### Routed clock nets over the placement

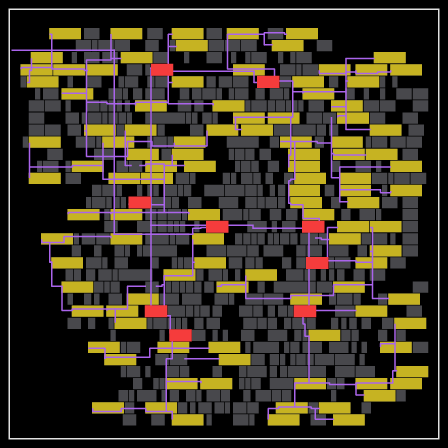
### Routing congestion

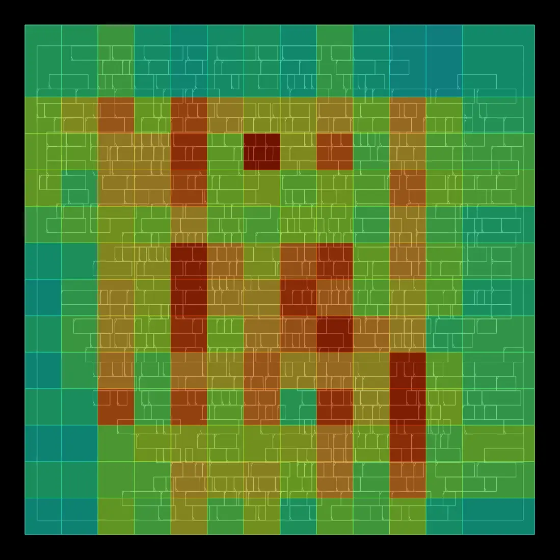
### Cell area per tile

The die is cut into 10 by 10 equal tiles; dark blue is low, red is high, 0 to 100% covered.
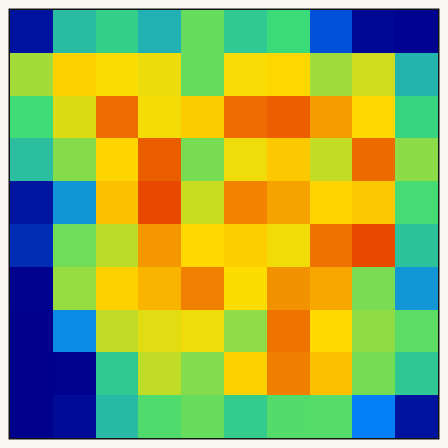
[config.mk]
export PLATFORM = sky130hd
export DESIGN_NAME = ov7670_frame_source
export DESIGN_NICKNAME = d
export VERILOG_FILES = /design/src/rtl/ov7670_pkg.sv /design/src/rtl/ov7670_timing_gen.sv /design/src/rtl/ov7670_frame_source.sv
export SDC_FILE = /design/constraint.sdc
export NUM_CORES = 1
export LEC_CHECK = 0
export CAP_MARGIN = 20
export CORE_MARGIN = 2
export CORE_UTILIZATION = 58
export CTS_CLUSTER_SIZE = 40
export DETAILED_ROUTE_END_ITERATION = 12
export PLACE_DENSITY = 0.8
export SLEW_MARGIN = 5
export SYNTH_ARGS = -nofsm -noshare
export SYNTH_HDL_FRONTEND = slang
export SYNTH_HIERARCHICAL = 1
export SYNTH_SLANG_ARGS = --single-unit
[constraint.sdc]
create_clock -name pclk_24 -period 3.87 [get_ports pclk_24]
set_clock_uncertainty 0.2 [all_clocks]
set_input_delay 0.774 -clock pclk_24 [delete_from_list [all_inputs] [get_ports pclk_24]]
set_output_delay 0.774 -clock pclk_24 [all_outputs]
set_load 0.02 [all_outputs]
[src/rtl/ov7670_pkg.sv]
// Shared definitions for the OV7670 sensor-bus emulator and capture path:
// vertical state encoding, QCIF geometry and framebuffer address width.
package ov7670_pkg;

  typedef enum logic [2:0] {
    ST_IDLE   = 3'd0,
    ST_VSYNC  = 3'd1,
    ST_V_BP   = 3'd2,
    ST_ACTIVE = 3'd3,
    ST_V_FP   = 3'd4
  } vstate_t;

  localparam int QCIF_H_BYTES = 176;
  localparam int QCIF_LINES   = 144;
  localparam int FB_ADDR_W    = 16;

endpackage

[src/rtl/ov7670_timing_gen.sv]
// Frame/line timing for the OV7670 emulator: horizontal counter, per-phase
// line counter and vertical FSM, with combinational internal strobes.
module ov7670_timing_gen
  import ov7670_pkg::*;
#(
  parameter int H_BYTES     = QCIF_H_BYTES,
  parameter int H_BLANK     = 144,
  parameter int V_LINES     = QCIF_LINES,
  parameter int VSYNC_LINES = 3,
  parameter int V_BP_LINES  = 17,
  parameter int V_FP_LINES  = 10
) (
  input  logic       pclk_24,
  input  logic       reset_n,
  input  logic       i_start,
  output logic       o_vsync_i,
  output logic       o_href_i,
  output logic       o_busy_i,
  output logic [7:0] o_line,
  output logic [7:0] o_col,
  output logic       o_frame_start,
  output logic       o_frame_end
);

  localparam int LP = H_BYTES + H_BLANK;

  vstate_t     r_state;
  logic [15:0] r_hc;
  logic [15:0] r_line_cnt;
  logic        w_line_end;
  logic        w_phase_end;
  vstate_t     w_next_phase;
  vstate_t     w_first_phase;

  function automatic logic [15:0] phase_len(input logic [2:0] st);
    case (st)
      ST_VSYNC:  phase_len = 16'(VSYNC_LINES);
      ST_V_BP:   phase_len = 16'(V_BP_LINES);
      ST_ACTIVE: phase_len = 16'(V_LINES);
      ST_V_FP:   phase_len = 16'(V_FP_LINES);
      default:   phase_len = 16'd0;
    endcase
  endfunction

  // First phase at or after 'from' with non-zero length; IDLE means the frame is over.
  function automatic vstate_t first_phase(input logic [2:0] from);
    vstate_t st;
    st = ST_IDLE;
    for (int i = 4; i >= 1; i--) begin
      if ((3'(i) >= from) && (phase_len(3'(i)) != 16'd0)) st = vstate_t'(3'(i));
    end
    return st;
  endfunction

  assign w_first_phase = first_phase(3'd1);
  assign w_next_phase  = first_phase(r_state + 3'd1);
  assign w_line_end    = (r_hc == 16'(LP - 1));
  assign w_phase_end   = (r_state != ST_IDLE) && w_line_end &&
                         (r_line_cnt == phase_len(r_state) - 16'd1);

  assign o_frame_end   = w_phase_end && (w_next_phase == ST_IDLE);
  assign o_frame_start = i_start && ((r_state == ST_IDLE) || o_frame_end);
  assign o_vsync_i     = (r_state == ST_VSYNC);
  assign o_href_i      = (r_state == ST_ACTIVE) && (r_hc < 16'(H_BYTES));
  assign o_busy_i      = (r_state != ST_IDLE);
  assign o_line        = r_line_cnt[7:0];
  assign o_col         = r_hc[7:0];

  // Vertical FSM with horizontal and per-phase line counters
  always_ff @(posedge pclk_24) begin
    if (!reset_n) begin
      r_state    <= ST_IDLE;
      r_hc       <= 16'd0;
      r_line_cnt <= 16'd0;
    end else if (r_state == ST_IDLE) begin
      r_hc       <= 16'd0;
      r_line_cnt <= 16'd0;
      r_state    <= i_start ? w_first_phase : ST_IDLE;
    end else if (w_phase_end) begin
      r_hc       <= 16'd0;
      r_line_cnt <= 16'd0;
      if (o_frame_end) begin
        r_state <= i_start ? w_first_phase : ST_IDLE;
      end else begin
        r_state <= w_next_phase;
      end
    end else if (w_line_end) begin
      r_hc       <= 16'd0;
      r_line_cnt <= r_line_cnt + 16'd1;
    end else begin
      r_hc <= r_hc + 16'd1;
    end
  end

endmodule

[src/rtl/ov7670_frame_source.sv]
// OV7670 sensor emulator: drives vsync/href/d from a framebuffer (1-cycle RAM)
// or a diagonal test pattern, aligned to the RAM latency by a 2-stage pipeline.
module ov7670_frame_source
  import ov7670_pkg::*;
#(
  parameter int H_BYTES     = QCIF_H_BYTES,
  parameter int H_BLANK     = 144,
  parameter int V_LINES     = QCIF_LINES,
  parameter int VSYNC_LINES = 3,
  parameter int V_BP_LINES  = 17,
  parameter int V_FP_LINES  = 10
) (
  input  logic                 pclk_24,
  input  logic                 reset_n,
  input  logic                 i_start,
  input  logic                 i_pattern_en,
  input  logic [7:0]           i_fb_din,
  output logic [FB_ADDR_W-1:0] o_fb_addr,
  output logic                 o_vsync,
  output logic                 o_href,
  output logic [7:0]           o_d,
  output logic                 o_busy,
  output logic                 o_frame_done
);

  logic       w_vsync_i;
  logic       w_href_i;
  logic       w_busy_i;
  logic [7:0] w_line;
  logic [7:0] w_col;
  logic       w_frame_start;
  logic       w_frame_end;
  logic [7:0] w_pat_byte;

  logic [FB_ADDR_W-1:0] r_k;
  logic                 r_pat_mode;
  logic r_s0_vsync, r_s0_href, r_s0_busy, r_s0_end, r_s0_mode;
  logic r_s1_vsync, r_s1_href, r_s1_busy, r_s1_end, r_s1_mode;
  logic r_s2_end;
  logic [7:0] r_s0_pat, r_s1_pat;

  ov7670_timing_gen #(
    .H_BYTES    (H_BYTES),
    .H_BLANK    (H_BLANK),
    .V_LINES    (V_LINES),
    .VSYNC_LINES(VSYNC_LINES),
    .V_BP_LINES (V_BP_LINES),
    .V_FP_LINES (V_FP_LINES)
  ) u_timing (
    .pclk_24      (pclk_24),
    .reset_n      (reset_n),
    .i_start      (i_start),
    .o_vsync_i    (w_vsync_i),
    .o_href_i     (w_href_i),
    .o_busy_i     (w_busy_i),
    .o_line       (w_line),
    .o_col        (w_col),
    .o_frame_start(w_frame_start),
    .o_frame_end  (w_frame_end)
  );

  assign w_pat_byte = w_line + w_col;

  // Byte index and RAM address; source mode is frozen for the whole frame
  always_ff @(posedge pclk_24) begin
    if (!reset_n) begin
      r_k        <= '0;
      o_fb_addr  <= '0;
      r_pat_mode <= 1'b0;
    end else if (w_frame_start) begin
      r_k        <= '0;
      o_fb_addr  <= '0;
      r_pat_mode <= i_pattern_en;
    end else if (w_href_i) begin
      o_fb_addr <= r_k;
      r_k       <= r_k + 16'd1;
    end else begin
      o_fb_addr <= o_fb_addr;
      r_k       <= r_k;
    end
  end

  // Alignment pipeline: stage 0 runs beside fb_addr, stage 1 beside fb_din.
  // frame_done takes one extra stage so it follows the last V_FP output cycle.
  always_ff @(posedge pclk_24) begin
    if (!reset_n) begin
      r_s0_vsync   <= 1'b0;
      r_s0_href    <= 1'b0;
      r_s0_busy    <= 1'b0;
      r_s0_end     <= 1'b0;
      r_s0_mode    <= 1'b0;
      r_s0_pat     <= 8'd0;
      r_s1_vsync   <= 1'b0;
      r_s1_href    <= 1'b0;
      r_s1_busy    <= 1'b0;
      r_s1_end     <= 1'b0;
      r_s1_mode    <= 1'b0;
      r_s1_pat     <= 8'd0;
      r_s2_end     <= 1'b0;
      o_vsync      <= 1'b0;
      o_href       <= 1'b0;
      o_d          <= 8'd0;
      o_busy       <= 1'b0;
      o_frame_done <= 1'b0;
    end else begin
      r_s0_vsync   <= w_vsync_i;
      r_s0_href    <= w_href_i;
      r_s0_busy    <= w_busy_i;
      r_s0_end     <= w_frame_end;
      r_s0_mode    <= r_pat_mode;
      r_s0_pat     <= w_pat_byte;
      r_s1_vsync   <= r_s0_vsync;
      r_s1_href    <= r_s0_href;
      r_s1_busy    <= r_s0_busy;
      r_s1_end     <= r_s0_end;
      r_s1_mode    <= r_s0_mode;
      r_s1_pat     <= r_s0_pat;
      r_s2_end     <= r_s1_end;
      o_vsync      <= r_s1_vsync;
      o_href       <= r_s1_href;
      o_d          <= r_s1_href ? (r_s1_mode ? r_s1_pat : i_fb_din) : 8'd0;
      o_busy       <= r_s1_busy | r_s2_end;
      o_frame_done <= r_s2_end;
    end
  end

endmodule

==> impl_metrics.toml <==
# yosys + openroad results
[finish]
layout-drive-gt1-share_pct = 8.50
logic_area_um2 = 2540
clkCellAreaFrac_pct = 3.37
comb_cells = 368
most-common-layout-cells = "107 x dfxtp_1, 77 x nor2_1, 39 x clkdlybuf4s50_1, 30 x nand2_1, 30 x mux2i_1"
area_growth_pct = 10.8
buffers = 43
flop-count = 107
seq_area_um2 = 2140
comb_area_share_pct = 46.2
design_area_um2 = 5490
lay_top_count = "dfxtp_1"
largest_class = "logic gates"
stdcell_count = 658
nFillCells = 681
sh_seq_area_pct = 39.0
final_nets = 580
buf_share_pct = 7.72
clkbuf_count = 10
antenna_cells = 0
num-nonclk-inverters = 19

[final_timing]
tns_ns = 0
hold_violations = 0
maxSlewViolCount = 0
rsz0062_at_grt = "no"
finalCritPeriodShare_pct = 92.2
tightest_slew_ns = 0.648
max_freq_mhz = 280
setup_slack_ns = 0.303
relSlewSlack_pct = 56.7
period_needed_ns = 3.57
worst_hold_slack_ns = 0.238

[floorplan]
die_h_um = 96.4
die_w_um = 96.4
coreArea_um2 = 8260
initial_core_util_pct = 60.0
rows = 33
chipArea_um2 = 9300
nWellTaps = 105

[logic_synthesis]
top_cell = "dfxtp_1"
yosys_cells = 530
ys_sh_mux_pct = 6.59
aoi_share_pct = 6.97
synth_area_um2 = 4950
adder_share_pct = 5.20
top_cells_by_area = "dfxtp_1 43%, mux2i_1 6.1%, nor2_1 5.8%"
synthArstFlopShare_pct = 0
fp_nets = 562
yosysWarnings = 6
synthCells = 530
synthFlopType = "dfxtp_1"
synth_top_cell_by_area = "dfxtp_1"
yosysTopAreaCellShare_pct = 43.2
synth-edff-count = 0
top_cells_by_count = "107 x dfxtp_1, 77 x nor2_1, 30 x mux2i_1, 30 x nand2_1, 25 x xor2_1"
ys.flops = 107
postSynthSeqShare_pct = 43.2
synth_cell_types = 56
ys_top_logic_family = "simple AND/OR/NAND/NOR gates"
yosys_area_um2 = 4950
synth-simple-area-share_pct = 24.7

[global_routing]
grt_pass1_vias = 3402
antenna_found_initial = 0
grt_util_met3_pct = 4.42
top_usage_layer = "met2"
grt_max_degree = 45
grt_pass1_wl_um = 15100
grt_overflow_total = 0

[routing]
drt-met1-wl_um = 4290
drtAntennaViolNets = 0
dr_wl_met3_um = 269
vias = 3508
wl_um = 8810
vias_per_cell = 5.33
dr.pass1.iters = 4
drt_iter0_drc = 158
drt-wirelength-per-cell_um = 13.4
top_layer_used = "met4"
wl_met2_um = 4100

[power]
p_int_mw = 1.39
peakVddDrop_mv = 0.219
power_density_nw_per_um2 = 333
seq_power_mw = 1.11
total_power_mw = 1.83
combPwrFrac_pct = 4.0
pg_comb_mw = 0.0737
pg_clk_mw = 0.645
power_frac_clock_pct = 35.3
power.net_switching_mw = 0.441
top_power_group = "sequential cells"

[worst_hold_path]
min_path_cells = 1
hold_class = "flop to flop"
min_from = "r_s0_pat[6]"
hold-path-endpoint = "r_s1_pat[6]"

[worst_setup_path]
cp_cell_sequence = "inv_1 -> ha_1 -> nor2b_1 -> a21oi_1 -> ha_1 -> ha_1 -> xor2_1 -> nand4_1 -> a211oi_2 -> nand4_2 -> nor2_4 -> a21o_1 -> nand2b_1 -> nor2_1 -> mux2_4"
rr_endpoint = "r_k[15]"
worstSetupStartpointType = "flop"
cpMostUsedCell = "ha_1"
cp.arrival_ns = 3.64
worst_r2r_startpoint = "u_timing/r_state[1]"
cp_max_fo = 4
critical_path.top_delay_family = "simple AND/OR/NAND/NOR gates"
rr_worst_depth = 15
max_stage_delay_ns = 0.35
rrSetupSlack_ns = 0.30
crit_end = "r_k[15]"
cpMaxStageDelayCell = "dfxtp_1"
crit_cells = 15
worst_setup_path_end_kind = "flop"
path_buffers = 1
path_class = "flop to flop"

[place]
dp_hpwl_um = 6330
place_ws_ns = 0.267
portBuffers = 39
gp_congestion = 0.886
placedInstanceArea_um2 = 5290

[clocking]
clock-sinks = 107
post_cts_buffers = 0
cts_resized = 0
root_buffer = "clkbuf_8"
cts_htree_levels = 3
clkTransAtPathRegs_ns = 0.11
clock_latency_ns = 0.37
cts_tree = "yes"

[run]
tool_warnings = 31
maxCapViolations = 0

[outcome]
status = "finished clean"
-- 'Routed clock nets over the placement' (at the start) --
[purple] clock wires | length: 1130 um
[red] clock-net drivers | count: 9
[yellow] flip-flops | count: 107
flops lie: spread over the die

-- 'Routing congestion' (at the start) --
met1 Resource Use GR: 26.6%
total track usage: 20.5%
final core utilization: 66.5%
met2 Track Usage GR: 33.4%

-- 'Cell area per tile' (at the start) --
emptiest ninth of the die: bottom left
mean over tiles: 58%
tiles over 75% full: 33%
densest ninth of the die: middle

